==> images/sizes.png <==
The bar under the picture is 20 um long.
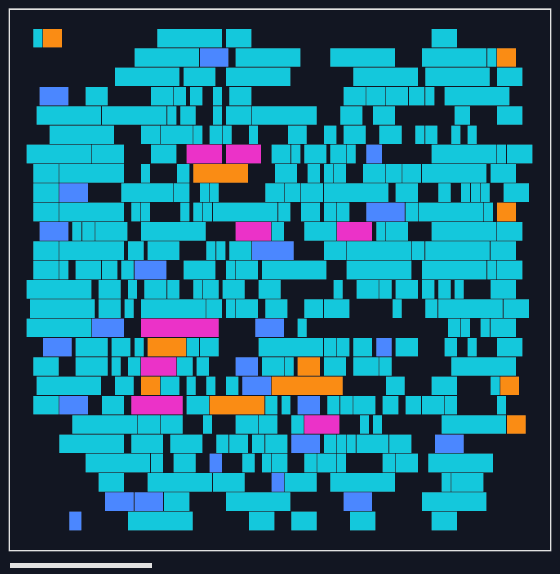
==> images/clocks.png <==
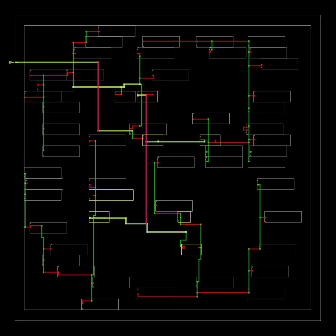
==> images/flops_by_reg.png <==
The bar under the picture is 20 um long. Other sequential cells in the stronger grey, the rest of the logic in the fainter grey.
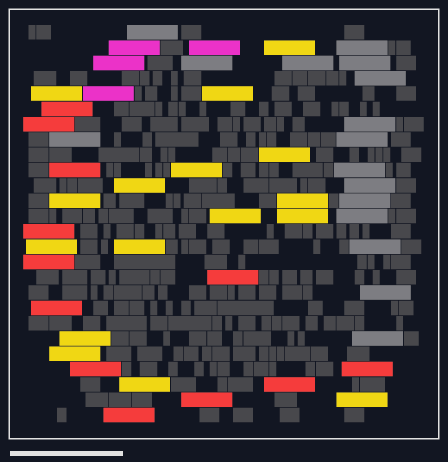
==> images/wires.png <==
The bar under the picture is 20 um long.
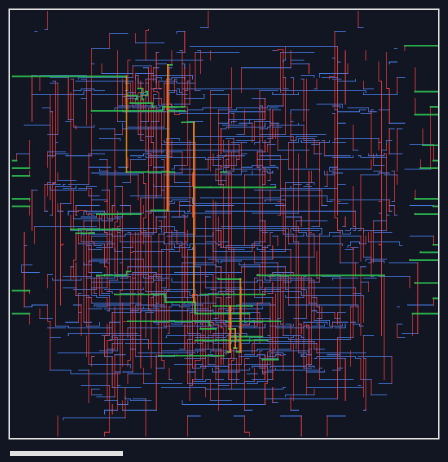
==> images/io_fan.png <==
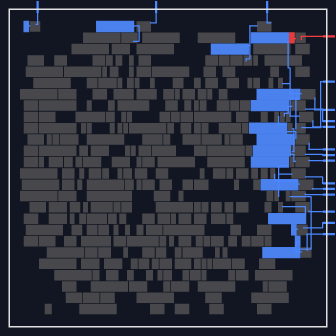
Design xadc_sample_averager, sky130hd; sources not shown.
==> results.json <==
{
  "outcome": "completed",
  "m1WireLength_um": 2723,
  "use_met1": 0.2943,
  "final_cell_mix": "dfrtp_1, nand2_1, clkdlybuf4s50_1",
  "syn_avg_cell_area_um2": 10.31,
  "largest_reg_flops": 16,
  "regToRegSetupSlack_ns": 1.11,
  "required_ns": 4.60,
  "lay_top_count": "dfrtp_1",
  "via_count": 2252,
  "dp_worst_setup_slack_ns": 1.132,
  "edf_count": 0,
  "rsz0062_at_grt": "no",
  "timing.final.crit_share": 0.7487,
  "netlist.area_leader.share": 0.4207,
  "final_cells": 388,
  "drc": 0,
  "syn_inst": 277,
  "grt_use_met3": 0.04265,
  "ys_seq_elements": 48,
  "hold_class": "reg -> reg",
  "n_fill_cell": 408,
  "p_per_area_mw_per_mm2": 748.2,
  "synth_cell_types": 59,
  "totalPowerFinal_mw": 2.525,
  "cp_slowest_cell": "or3b_1",
  "reg2regPathDepth": 12,
  "ff_type": "dfrtp_1",
  "yosysTopAreaCell": "dfrtp_1",
  "cts_hold_buf": 0,
  "ir_worst_vdd_uv": 404.8,
  "grt_busiest_layer": "met2",
  "routed_via_density": 5.804,
  "timing.hold.ws_ns": 0.4689,
  "min_period_ns": 3.294,
  "fp_util": 0.5663,
  "fin_tns_setup_ns": 0,
  "met2_usage": 0.4027,
  "path_clk_slew_ns": 0.09,
  "post-dp-hpwl_um": 4587,
  "crit_type": "reg -> reg",
  "drt_iter0_drc": 110,
  "crit_cells": 12,
  "cp_cell_sequence": "ha_1 > inv_1 > fa_1 > nand2b_1 > a21oi_1 > xor2_1 > ha_1 > nand2_1 > nor4_4 > nand4b_2 > or3b_1 > a31o_1"
}
## Picture notes: sizes.png
[blue] _2 cells | cells: 24 | share: 7.5%
[magenta] _6 and larger | cells: 8 | share: 2.5%
[cyan] _0 and _1 cells | cells: 275 | share: 86%
[orange] _3 and _4 cells | cells: 11 | share: 3.5%
Layout area overhead: 18.19%
setup slack after layout: 1.106 ns
Final Instance Area: 0.003374 mm2
Non-CTS buffers: 45

## Picture notes: clocks.png
count of clock tree sinks: 48
layout clock buffer count: 6
Clock Skew: 0.005720 ns
Seq Cell Count: 48
Late-Pin Clk Latency: 0.30 ns

## Picture notes: flops_by_reg.png
[magenta] `cnt` | flops: 4 | where: upper left
[red] `s1_code` | flops: 12
[yellow] `acc` | flops: 16
post-layout util: 0.6692
FF+latch area: 0.001201 mm2
Seq/total area: 0.3560
Flop+latch power: 696 uW

## Picture notes: wires.png
[green] metal 3 | wire length: 308 um
[blue] metal 1 | wire length: 2720 um
[red] metal 2 | wire length: 2970 um
[orange] metal 4 | wire length: 99.3 um
wire per inst: 15.71 um
WL final: 6097 um

## Picture notes: io_fan.png
[red] `clip_flag` | bits: 1 | direction: output | end cells: 1 | buffers: 1 | wire: 7.10 um
[blue] `avg_out` | bits: 16 | direction: output | end cells: 16 | buffers: 16 | wire: 223 um
IO Pins: 38
input/output buffers: 28

cells by family after synthesis:
group	share of synthesized area
AND-OR/OR-AND	0.2217
AND/OR/NAND/NOR	0.1188
multiplexers	0.05784
flip-flops	0.4207
XOR/XNOR	0.06398
adder cells (fa/ha/maj)	0.07274
other	0.001313
buffers and inverters	0.04295
cell type report:
type	instances	area (um2)	area share
flip-flops and latches	48	1201	0.3560
clock inverters	2	38.79	0.01149
plain buffers	16	85.08	0.02521
well taps	70	87.58	0.02595
multi-input cells	207	1546	0.4583
repair buffers	29	295.3	0.08750
clock buffers	6	82.58	0.02447
inverters	10	37.54	0.01112
power by group:
group	switching [mW]	total (mW)	internal (mW)
Combinational	0.857	1.49	0.637
Sequential	0.104	0.696	0.593
Clock	0.148	0.334	0.186
Total	1.11	2.52	1.42
Power figures rest on the tool's default switching activity, not on a simulated workload.
